run_1/m3.png
The bar under the picture is 20 µm long.
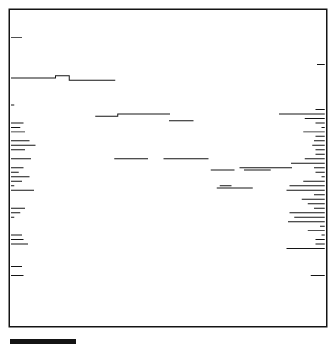
run_1/congestion_map.png
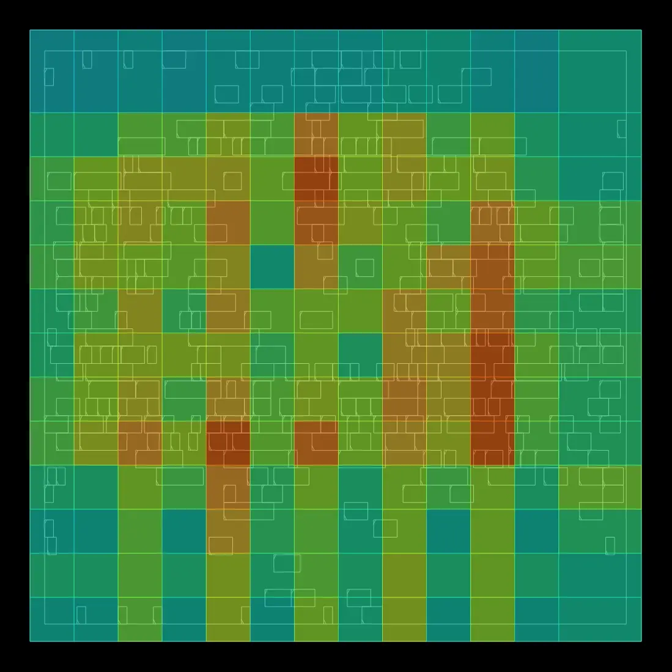
run_1/m2.png
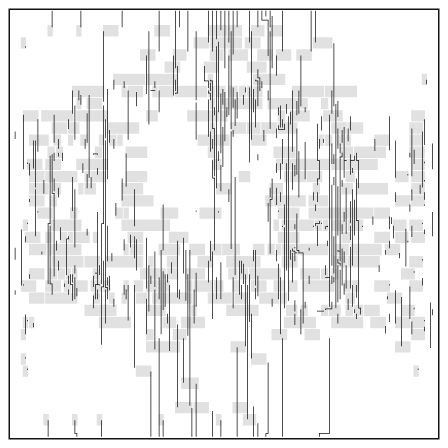
===== config.mk =====
export PLATFORM = sky130hd
export DESIGN_NAME = alu_sequencer_flat
export DESIGN_NICKNAME = d
export VERILOG_FILES = /design/src/rtl/alu_sequencer_pkg.sv /design/src/rtl/alu_sequencer_if.sv /design/src/rtl/alu_sequencer_seq_decode.sv /design/src/rtl/alu_sequencer.sv /design/src/flat_wrapper.sv
export SDC_FILE = /design/constraint.sdc
export NUM_CORES = 1
export LEC_CHECK = 0
export CORE_MARGIN = 2
export CORE_UTILIZATION = 25
export DETAILED_ROUTE_END_ITERATION = 12
export SETUP_SLACK_MARGIN = 0.3
export SYNTH_ARGS = -nofsm -noshare
export SYNTH_HDL_FRONTEND = slang
export SYNTH_SLANG_ARGS = --single-unit

===== constraint.sdc =====
create_clock -name clk -period 2 [get_ports clk]
set_input_delay 0.4 -clock clk [delete_from_list [all_inputs] [get_ports clk]]
set_output_delay 0.4 -clock clk [all_outputs]
set_load 0.02 [all_outputs]

===== src/rtl/alu_sequencer_pkg.sv =====
// Shared definitions for the accumulator-datapath sequencer: op enums, FSM states, instruction fields.
// Latency: n/a (types and constants only).
// Backpressure: n/a.
package alu_sequencer_pkg;

    // ALU operation codes driven on alu_op.
    typedef enum logic [2:0] {
        OP_ADD = 3'd0,
        OP_SUB = 3'd1,
        OP_SLL = 3'd2,
        OP_SRL = 3'd3,
        OP_EQU = 3'd4,
        OP_GTR = 3'd5,
        OP_AND = 3'd6,
        OP_XOR = 3'd7
    } alu_op_e;

    // Sequencer FSM; every instruction walks all four states.
    typedef enum logic [1:0] {
        IDLE = 2'd0,
        READ = 2'd1,
        EXEC = 2'd2,
        WB   = 2'd3
    } seq_state_e;

    // Misc-class sub-operations, instr[7:6] when instr[8]=1.
    typedef enum logic [1:0] {
        MISC_LDA = 2'd0,
        MISC_STA = 2'd1,
        MISC_BNZ = 2'd2,
        MISC_LDI = 2'd3
    } misc_op_e;

    // Instruction field positions.
    localparam int INSTR_W   = 9;
    localparam int CLASS_BIT = 8;
    localparam int OP_MSB    = 7;
    localparam int OP_LSB    = 5;
    localparam int DEST_BIT  = 4;
    localparam int MISC_MSB  = 7;
    localparam int MISC_LSB  = 6;
    localparam int IMM_MSB   = 5;
    localparam int IMM_LSB   = 0;
    localparam int IMM_W     = IMM_MSB - IMM_LSB + 1;
    localparam int PERF_W    = 16;

endpackage


===== src/rtl/alu_sequencer_if.sv =====
// Bundle of instruction handshake, register-file and ALU signals around the sequencer.
// Latency: n/a (wires only).
// Backpressure: instr_valid/instr_ready; source holds instr until accepted.
// master = sequencer view, slave = fetch/register-file/ALU view.
interface alu_sequencer_if #(
    parameter int DW     = 8,
    parameter int REG_AW = 4
);
    import alu_sequencer_pkg::*;

    logic                instr_valid;
    logic                instr_ready;
    logic [INSTR_W-1:0]  instr;
    logic [REG_AW-1:0]   rf_raddr;
    logic [DW-1:0]       rf_rdata;
    logic                rf_we;
    logic [REG_AW-1:0]   rf_waddr;
    logic [DW-1:0]       rf_wdata;
    alu_op_e             alu_op;
    logic [DW-1:0]       alu_reg;
    logic [DW-1:0]       alu_acc;
    logic [DW-1:0]       alu_rslt;

    modport master (
        input  instr_valid, instr, rf_rdata, alu_rslt,
        output instr_ready, rf_raddr, rf_we, rf_waddr, rf_wdata, alu_op, alu_reg, alu_acc
    );

    modport slave (
        output instr_valid, instr, rf_rdata, alu_rslt,
        input  instr_ready, rf_raddr, rf_we, rf_waddr, rf_wdata, alu_op, alu_reg, alu_acc
    );

endinterface


===== src/rtl/alu_sequencer_seq_decode.sv =====
// Combinational decode of the captured instruction word into its fields.
// Latency: 0 cycles (pure combinational).
// Backpressure: none.
// Ports: instr in; is_misc, alu_op, dest_reg, reg_addr, misc_op, imm out.
module seq_decode
    import alu_sequencer_pkg::*;
#(
    parameter int REG_AW = 4
) (
    input  logic [INSTR_W-1:0] instr,
    output logic               is_misc,
    output alu_op_e            alu_op,
    output logic               dest_reg,
    output logic [REG_AW-1:0]  reg_addr,
    output misc_op_e           misc_op,
    output logic [IMM_W-1:0]   imm
);

    always_comb begin
        is_misc  = instr[CLASS_BIT];
        // Misc-class words reuse bits [7:5] for other fields, so the ALU sees Add for them.
        alu_op   = is_misc ? OP_ADD : alu_op_e'(instr[OP_MSB:OP_LSB]);
        dest_reg = instr[DEST_BIT];
        reg_addr = instr[REG_AW-1:0];
        misc_op  = misc_op_e'(instr[MISC_MSB:MISC_LSB]);
        imm      = instr[IMM_MSB:IMM_LSB];
    end

endmodule


===== src/rtl/alu_sequencer.sv =====
// Four-state sequencer issuing one instruction to the ALU / register file and committing the result.
// Latency: 3 cycles accept-to-done; one instruction per 4 cycles.
// Backpressure: instr_ready only in IDLE; instr_valid in other states is ignored.
// Ports: clk, rst_n (sync active-low), bus (alu_sequencer_if.master), acc_out, done,
//        branch_taken, branch_tgt, perf_count. Optional counter: define ALU_SEQ_PERF_EN.
module alu_sequencer
    import alu_sequencer_pkg::*;
#(
    parameter int DW     = 8,
    parameter int REG_AW = 4
) (
    input  logic               clk,
    input  logic               rst_n,
    alu_sequencer_if.master    bus,
    output logic [DW-1:0]      acc_out,
    output logic               done,
    output logic               branch_taken,
    output logic [IMM_W-1:0]   branch_tgt,
    output logic [PERF_W-1:0]  perf_count
);

    seq_state_e          state_q, state_d;
    logic [INSTR_W-1:0]  instr_q, instr_d;
    logic [DW-1:0]       acc_q, acc_d;
    logic                rf_we_q, rf_we_d;
    logic [REG_AW-1:0]   rf_waddr_q, rf_waddr_d;
    logic [DW-1:0]       rf_wdata_q, rf_wdata_d;
    logic                done_q, done_d;
    logic                branch_q, branch_d;
    logic [IMM_W-1:0]    tgt_q, tgt_d;

    logic                ready_c;
    alu_op_e             alu_op_c;

    logic                dec_is_misc;
    alu_op_e             dec_alu_op;
    logic                dec_dest_reg;
    logic [REG_AW-1:0]   dec_reg_addr;
    misc_op_e            dec_misc_op;
    logic [IMM_W-1:0]    dec_imm;

    seq_decode #(.REG_AW(REG_AW)) u_decode (
        .instr    (instr_q),
        .is_misc  (dec_is_misc),
        .alu_op   (dec_alu_op),
        .dest_reg (dec_dest_reg),
        .reg_addr (dec_reg_addr),
        .misc_op  (dec_misc_op),
        .imm      (dec_imm)
    );

    always_comb begin
        state_d    = state_q;
        instr_d    = instr_q;
        acc_d      = acc_q;
        rf_we_d    = 1'b0;
        rf_waddr_d = rf_waddr_q;
        rf_wdata_d = rf_wdata_q;
        done_d     = 1'b0;
        branch_d   = 1'b0;
        tgt_d      = tgt_q;
        ready_c    = 1'b0;
        alu_op_c   = OP_ADD;

        case (state_q)
            IDLE: begin
                ready_c = 1'b1;
                if (bus.instr_valid) begin
                    instr_d = bus.instr;
                    state_d = READ;
                end
            end
            READ: begin
                state_d = EXEC;
            end
            EXEC: begin
                // Everything registered here becomes visible during WB, so the
                // commit pulses line up with done and acc_out updates from WB on.
                alu_op_c = dec_alu_op;
                done_d   = 1'b1;
                state_d  = WB;
                if (!dec_is_misc) begin
                    if (dec_dest_reg) begin
                        rf_we_d    = 1'b1;
                        rf_waddr_d = dec_reg_addr;
                        rf_wdata_d = bus.alu_rslt;
                    end else begin
                        acc_d = bus.alu_rslt;
                    end
                end else begin
                    case (dec_misc_op)
                        MISC_LDA: acc_d = bus.rf_rdata;
                        MISC_STA: begin
                            rf_we_d    = 1'b1;
                            rf_waddr_d = dec_reg_addr;
                            rf_wdata_d = acc_q;
                        end
                        MISC_BNZ: begin
                            branch_d = (acc_q != '0);
                            tgt_d    = dec_imm;
                        end
                        MISC_LDI: acc_d = DW'(dec_imm);
                        default: ;
                    endcase
                end
            end
            WB: begin
                state_d = IDLE;
            end
            default: state_d = IDLE;
        endcase
    end

    always_ff @(posedge clk) begin
        if (!rst_n) begin
            state_q    <= IDLE;
            instr_q    <= '0;
            acc_q      <= '0;
            rf_we_q    <= 1'b0;
            rf_waddr_q <= '0;
            rf_wdata_q <= '0;
            done_q     <= 1'b0;
            branch_q   <= 1'b0;
            tgt_q      <= '0;
        end else begin
            state_q    <= state_d;
            instr_q    <= instr_d;
            acc_q      <= acc_d;
            rf_we_q    <= rf_we_d;
            rf_waddr_q <= rf_waddr_d;
            rf_wdata_q <= rf_wdata_d;
            done_q     <= done_d;
            branch_q   <= branch_d;
            tgt_q      <= tgt_d;
        end
    end

    // The captured address is held from accept through WB; it reads 0 out of reset.
    assign bus.instr_ready = ready_c;
    assign bus.rf_raddr    = dec_reg_addr;
    assign bus.rf_we       = rf_we_q;
    assign bus.rf_waddr    = rf_waddr_q;
    assign bus.rf_wdata    = rf_wdata_q;
    assign bus.alu_op      = alu_op_c;
    assign bus.alu_reg     = bus.rf_rdata;
    assign bus.alu_acc     = acc_q;

    assign acc_out      = acc_q;
    assign done         = done_q;
    assign branch_taken = branch_q;
    assign branch_tgt   = tgt_q;

`ifdef ALU_SEQ_PERF_EN
    logic [PERF_W-1:0] perf_q, perf_d;

    always_comb begin
        perf_d = perf_q;
        if (done_q) perf_d = perf_q + 1'b1;
    end

    always_ff @(posedge clk) begin
        if (!rst_n) perf_q <= '0;
        else        perf_q <= perf_d;
    end

    assign perf_count = perf_q;
`else
    assign perf_count = '0;
`endif

endmodule

===== src/flat_wrapper.sv =====
// flat-port wrapper written by rule: the top's interface ports become plain ports
module alu_sequencer_flat import alu_sequencer_pkg::*;
#(
    parameter int DW     = 8,
    parameter int REG_AW = 4
)
  (clk, rst_n, acc_out, done, branch_taken, branch_tgt, perf_count, bus_instr_valid, bus_instr, bus_rf_rdata, bus_alu_rslt, bus_instr_ready, bus_rf_raddr, bus_rf_we, bus_rf_waddr, bus_rf_wdata, bus_alu_op, bus_alu_reg, bus_alu_acc);
  alu_sequencer_if #(.DW(DW), .REG_AW(REG_AW)) bus_i ();
  input  logic clk;
  input  logic rst_n;
  output logic [DW-1:0] acc_out;
  output logic done;
  output logic branch_taken;
  output logic [IMM_W-1:0] branch_tgt;
  output logic [PERF_W-1:0] perf_count;
  input wire logic [$bits(bus_i.instr_valid)-1:0] bus_instr_valid;
  input wire logic [$bits(bus_i.instr)-1:0] bus_instr;
  input wire logic [$bits(bus_i.rf_rdata)-1:0] bus_rf_rdata;
  input wire logic [$bits(bus_i.alu_rslt)-1:0] bus_alu_rslt;
  output wire logic [$bits(bus_i.instr_ready)-1:0] bus_instr_ready;
  output wire logic [$bits(bus_i.rf_raddr)-1:0] bus_rf_raddr;
  output wire logic [$bits(bus_i.rf_we)-1:0] bus_rf_we;
  output wire logic [$bits(bus_i.rf_waddr)-1:0] bus_rf_waddr;
  output wire logic [$bits(bus_i.rf_wdata)-1:0] bus_rf_wdata;
  output wire logic [$bits(bus_i.alu_op)-1:0] bus_alu_op;
  output wire logic [$bits(bus_i.alu_reg)-1:0] bus_alu_reg;
  output wire logic [$bits(bus_i.alu_acc)-1:0] bus_alu_acc;
  assign bus_i.instr_valid = bus_instr_valid;
  assign bus_i.instr = bus_instr;
  assign bus_i.rf_rdata = bus_rf_rdata;
  assign bus_i.alu_rslt = bus_alu_rslt;
  assign bus_instr_ready = bus_i.instr_ready;
  assign bus_rf_raddr = bus_i.rf_raddr;
  assign bus_rf_we = bus_i.rf_we;
  assign bus_rf_waddr = bus_i.rf_waddr;
  assign bus_rf_wdata = bus_i.rf_wdata;
  assign bus_alu_op = bus_i.alu_op;
  assign bus_alu_reg = bus_i.alu_reg;
  assign bus_alu_acc = bus_i.alu_acc;
  alu_sequencer #(.DW(DW), .REG_AW(REG_AW)) u_core (.clk(clk), .rst_n(rst_n), .bus(bus_i), .acc_out(acc_out), .done(done), .branch_taken(branch_taken), .branch_tgt(branch_tgt), .perf_count(perf_count));
endmodule

==> out/metrics.yaml, run 1 <==
status: "finished, final reports clean"
flop_cell: "dfxtp_1"
dp.final_hpwl_mm: 4.250
grt-ovfl-total: 0
ys_types: 31
rows: 33
synthCells: 232
power_density_nw_per_um2: 913.1
cts_max_level: 2
gp_congestion: 0.7420
logic_gates: 153
r2r_start: "u_core.instr_q[8]$_SDFFE_PN0P_"
synth_area_um2: 2105
synthToLayoutAreaGrowth_pct: 42.63
firstDrtPassIters: 4
drv_slew: 0
n_antenna_cell: 0
fin_crit_sh_pct: 83.09
ys_cells: 232
wl_per_cell_um: 13.79
yosys_warnings: 0
clock_skew_ns: 0.005698
crit_path_start: "bus_rf_rdata[5]"
rrSetupSlack_ns: 0.39
crit_end: "bus_alu_reg[5]"
ys_seq_share_pct: 38.05
path_cells: "clkdlybuf4s50_1, clkdlybuf4s15_1"
n_clock_buffer: 7
leakagePower_nw: 1.355
antenna_found_initial: 0
cts_tree: "done"
ant_nets: 0
hold_end: "u_core.bus.rf_waddr[1]$_SDFFE_PN0P_"
clkLatencyLatePin_ns: 0.29
layout.area.comb_um2: 1033
ir_worst_vdd_v: 0.0003407
ys_ff: 40
hold_class: "register to register"
grt_pass1_vias: 1633
inverters: 5
tapCellCount: 105
hold_buffers: 0
nets: 333
ys_async_sr_fraction_pct: 0
grt_pass1_wl_mm: 8.569
io_pins: 97
dp_cells: 396
postSynthAreaPerCell_um2: 9.071
nNonClkBuffers: 93
rsz0062_at_grt: "yes"
setup_viol: 0
drt_iter0_drc: 53
critPathTopFamily: "buffers and inverters"
root_buffer: "clkbuf_8"
numCtsBuffers: 5
largest_reg_flops: 9
bufAreaShareNonClock_pct: 29.51
common_cells: "dfxtp_1 (40), buf_4 (37), a21oi_1 (27)"
slowest_delay_ns: 0.54
comb-cell-share_pct: 34.43
flop_area_um2: 805.8
sh_seq_area_pct: 26.84
chipHeight_um: 95.75
worst-setup-path-type: "input pin to primary output"
fin_cells: 404
grt_use_total_pct: 12.24
cts_resized: 51
crit_cells: 2
regMostFlops: "u_core.instr_q"
grt_max_degree: 29
top_area_cell: "dfxtp_1"
synth.top_cell.area_share_pct: 38.05
hold_violations: 0
crit_slowest_cell: "clkdlybuf4s50_1"
cap_violations: 0
viasPerCell: 4.411
warnings: 33
core_area_um2: 8175
crit_path_max_fanout: 2
r2r_cells: 4
cp.required_ns: 1.60
critPathCaptureType: "primary output"
die-width_um: 95.75
largest_cell_class: "multi-input combinational cells"
clock_path_buffers: 2
sequential_cell_total: 40
## Picture notes: m3.png
wire length on this layer = 384 µm
longest straight run = 15.6 µm
share of all routed wire = 6.9%
main direction = horizontal

## Picture notes: congestion_map.png
Most Crowded Layer GR: met2
GR Util met1: 16.65%
M3 GR Usage: 3.367%
Util after Layout: 36.72%

## Picture notes: m2.png
longest straight run = 45.6 µm
nets with wire on the layer = 275
share of all routed wire = 46%

==> run 1: per-stage QoR <==
stage	hold slack [ns]	cell area [µm²]	setup WS, ns	power (mW)
3_5_place_dp	0.4563	2853	0.01370	2.074
3_3_place_gp	0.4524	2853	0.009914	2.056
4_1_cts	0.4699	2972	0.1533	2.760
6_report	0.4668	3002	0.3382	2.741
5_1_grt	0.4909	3002	0.2852	2.930
2_1_floorplan	0.4567	2161	0.5005	1.700
==> run 1: layer usage <==
metal  GRT usage (%)  vias up  share of wire (%)
met1           16.65      816                 46
met4           2.262        0               0.66
met2           19.58       72                 46
met3           3.367        5                6.9
met5               0        -                  0
li1                -      889                  -
==> run 1: logic make-up after synthesis <==
| logic type | after synthesis | synth area share, % |
|---|---|---|
| other cells | 1 | 0.1782 |
| buf+inv | 54 | 16.94 |
| flops | 40 | 38.05 |
| fa+ha+maj | 7 | 4.162 |
| simple gates | 60 | 14.21 |
| compound gates | 50 | 16.71 |
| mux | 20 | 9.750 |
==> run 1: power by group <==
| part | switching [mW] | internal (mW) | total [mW] |
|---|---|---|---|
| Clock | 0.279 | 0.440 | 0.719 |
| Combinational | 0.591 | 0.432 | 1.02 |
| Sequential | 0.101 | 0.898 | 0.999 |
==> run 1: cells in the final DEF (no fill, tap or decap), types with 2 or more instances in the layout <==
cell type,n
buf_4,12
a211oi_2,6
conb_1,16
nor2b_1,3
nand4_1,4
dfxtp_1,38
a211oi_1,4
clkdlybuf4s50_1,45
buf_6,4
nand3_1,10
and3_1,2
nor4_1,2
nand2b_1,2
nor2_1,15
dlymetal6s2s_1,6
o21ai_0,4
and2_4,4
inv_1,3
ha_1,5
nand2_1,14
clkbuf_8,7
o2bb2ai_1,2
inv_2,2
mux2i_1,19
dlygate4sd2_1,24
a21oi_1,27
a22o_1,6
run_1/gates.png
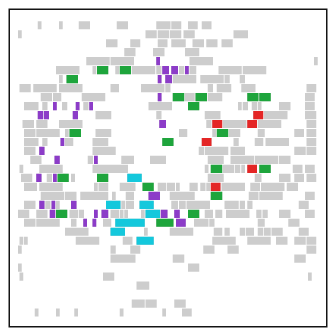

==> run 1 -> run 2 <==
==> constraint.sdc (replaced) <==
create_clock -name clk -period 1.4 [get_ports clk]
set_input_delay 0.28 -clock clk [delete_from_list [all_inputs] [get_ports clk]]
set_output_delay 0.28 -clock clk [all_outputs]
set_load 0.02 [all_outputs]
run_2/gates.png
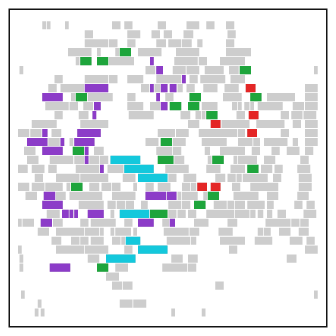
green -> mux cells  # cells 20, most used mux2i_1
red -> non-inverting ao/oa cells  # cells 6, most used a22o_1
cyan -> fa/ha/maj cells  # cells 7, most used ha_4
purple -> nand cells  # cells 33, most used nand2_1

==> run 2 against run 1 <==
The run now ends with setup timing left. Final cell count up 10%. Routed wire length grew 22%. Synthesized cell count is the same. Clock power is 15% higher. Die area unchanged. Final area up 26%. Worst hold slack better by 0.0064 ns. Register-to-register slack worse by 0.44 ns.
==> out/metrics.yaml, run 2 <==
status: "finished, violations left"
violations: "setup timing"
ir_worst_vdd_v: 0.0006174  # +81%
chipHeight_um: 95.75  # unchanged
synth.top_cell.area_share_pct: 38.05  # unchanged
fin_ws_ns: -0.1284  # -0.4666 ns
worst-setup-path-type: "register to primary output"
synthCells: 232  # unchanged
numCtsBuffers: 5  # unchanged
antenna_found_initial: 0  # unchanged
p_comb_mw: 2.80  # +170%
firstDrtPassIters: 4  # unchanged
most-common-layout-cells: "buf_4 (63), buf_6 (33), clkdlybuf4s50_1 (19)"
ys_cells: 232  # unchanged
switchingPower_mw: 1.932  # +99%
drv_slew: 0  # unchanged
core_area_um2: 8175  # unchanged
comb_power_share_pct: 55.2  # +18 points
clock_path_buffers: 2  # unchanged
ys_seq_share_pct: 38.05  # unchanged
routed-wl-met2_mm: 3.523  # +37%
pg_clk_mw: 0.827  # +15%
synthToLayoutAreaGrowth_pct: 79.07
viasPerCell: 4.466  # +1.3%
regMostFlops: "u_core.instr_q"
nets: 375  # +13%
flop_cell: "dfxtp_1"
ant_nets: 0  # unchanged
cts_tree: "done"
rows: 33  # unchanged
ys_sh_simple_pct: 14.21  # unchanged
r2r_cells: 8  # +4
gp_congestion: 0.8053  # +8.5%
final_common_cell: "buf_4"
warnings: 34  # +3.0%
hold_buffers: 0  # unchanged
seqPwrFrac_pct: 28.5  # -7.9 points
postSynthAreaPerCell_um2: 9.071  # unchanged
compound_area_share_pct: 16.71  # unchanged
met3WireLength_um: 399  # +3.9%
clkLatencyLatePin_ns: 0.29  # about the same
grt_pass1_wl_mm: 10.04  # +17%
grt_use_total_pct: 14.14  # +1.9 points
yosysChipArea_um2: 2105
topCombFamilyByArea: "buffers and inverters"
r2r_start: "u_core.state_q[0]$_SDFFE_PN0P_"
fin_crit_sh_pct: 109.2
crit_path_max_fanout: 3  # +1
cp.required_ns: 1.12  # -0.48 ns
clkPwrFrac_pct: 16.3  # -9.9 points
drc: 0
critPathCaptureType: "primary output"
common_cells: "dfxtp_1 (40), buf_4 (37), a21oi_1 (27)"
slowest_delay_ns: 0.33  # -0.21 ns
swShare_pct: 38.01  # +2.6 points
dp.final_hpwl_mm: 4.531  # +6.6%
fin_cells: 446  # +10%
largest_reg_flops: 9  # unchanged
drt_iter0_drc: 82  # +55%
seq_cell_power_mw: 1.45  # +45%
hold_slack_ns: 0.4732  # +0.006384 ns
grt_max_degree: 18  # -38%
fin_crit_ns: 1.528
synth_area_um2: 2105  # unchanged
synth-xor-area-share_pct: 0  # unchanged
wl_per_cell_um: 15.25  # +11%
io_pins: 97  # unchanged
hold_violations: 0  # unchanged
crit_slowest_cell: "dfxtp_2"
ys_async_sr_fraction_pct: 0  # unchanged
p_int_mw: 3.151  # +78%
setup_viol: 13  # +13
total_power_mw: 5.083  # +85%
wl_met1_mm: 2.800  # +8.8%
hold_class: "register to register"
clock_skew_ns: 0.006139  # +0.0004413 ns
ys_types: 31  # unchanged
top_area_cell: "dfxtp_1"
layout.area.comb_um2: 1391  # +35%
ys_ff: 40  # unchanged
synthAdderAreaFrac_pct: 4.162  # unchanged
dp_cells: 414  # +4.5%
top_power_group: "combinational cells"
rrSetupSlack_ns: -0.05  # -0.44 ns
rsz0062_at_grt: "yes"
leakagePower_nw: 1.583  # +17%
dp_slack_ns: -0.4171  # -0.4308 ns
power_density_nw_per_um2: 1349  # +48%
muxShareOfSynthArea_pct: 9.750  # unchanged
hold_end: "u_core.bus.rf_waddr[0]$_SDFFE_PN0P_"
die-width_um: 95.75  # unchanged
root_buffer: "clkbuf_8"
cap_violations: 0  # unchanged
grt-ovfl-total: 0  # unchanged
flop_area_um2: 857.1  # +6.4%
n_antenna_cell: 0  # unchanged
grt_pass1_vias: 2013  # +23%
yosys_warnings: 0  # unchanged
cts_max_level: 2  # unchanged
fin_util_pct: 46.10  # +9.4 points
path_cells: "inv_2, ha_4, nor2b_4, and2_4, buf_6"
cts_resized: 350  # +590%
run_2/m3.png
The bar under the picture is 20 µm long.
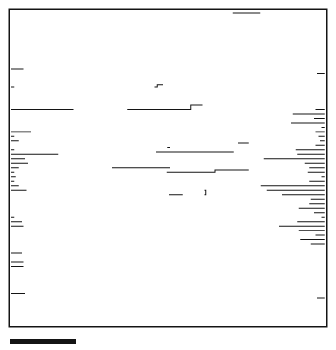
WL final: 6.800 mm
M3 GR Usage: 3.446%
Via Count: 1,992

[run 2: cell counts after synthesis]
Identical to the previous run, type by type.
[run 2: final cells by class]
type                            count  share of cell area (%)
Multi-Input combinational cell    155                   36.92
Timing Repair Buffer              133                   33.70
Sequential cell                    40                   22.74
Tap cell                          105                   3.486
Clock buffer                        6                   2.191
Inverter                            5                  0.5644
Clock inverter                      2                  0.3984
[run 2: how the worst max path moves through the flow]
stage / start / slack [ns] / cells past startpoint / end
2_1_floorplan: u_core.instr_q[6]$_SDFFE_PN0P_ / 0.07 / 6 / u_core.acc_out[0]$_SDFFE_PN0P_
3_3_place_gp: u_core.state_q[0]$_SDFFE_PN0P_ / -0.41 / 5 / bus_alu_op[0]
3_5_place_dp: u_core.state_q[0]$_SDFFE_PN0P_ / -0.42 / 5 / bus_alu_op[0]
4_1_cts: u_core.state_q[0]$_SDFFE_PN0P_ / -0.12 / 5 / bus_alu_op[0]
5_1_grt: u_core.state_q[0]$_SDFFE_PN0P_ / -0.18 / 5 / bus_alu_op[0]
6_report: u_core.state_q[0]$_SDFFE_PN0P_ / -0.13 / 5 / bus_alu_op[0]
[run 2: routing by layer]
metal	global-route usage, %	vias up
met5	0	-
met4	4.048	0
met3	3.446	8
met2	24.71	69
met1	17.22	945
li1	-	970
[run 2: per-stage QoR]
stage / TNS, ns / instance area (µm²)
2_1_floorplan: 0 / 2210
3_3_place_gp: -5.237 / 3038
3_5_place_dp: -5.928 / 3038
4_1_cts: -0.4591 / 3461
6_report: -0.7067 / 3769
5_1_grt: -1.901 / 3769
[run 2: critical path, delay by kind of cell (launching register included)]
| kind | cells | cell delay (ns) |
|---|---|---|
| flops | 1 | 0.33 |
| buf+inv | 2 | 0.18 |
| simple gates | 2 | 0.32 |
| fa+ha+maj | 1 | 0.13 |
Power figures rest on the tool's default switching activity, not on a simulated workload.
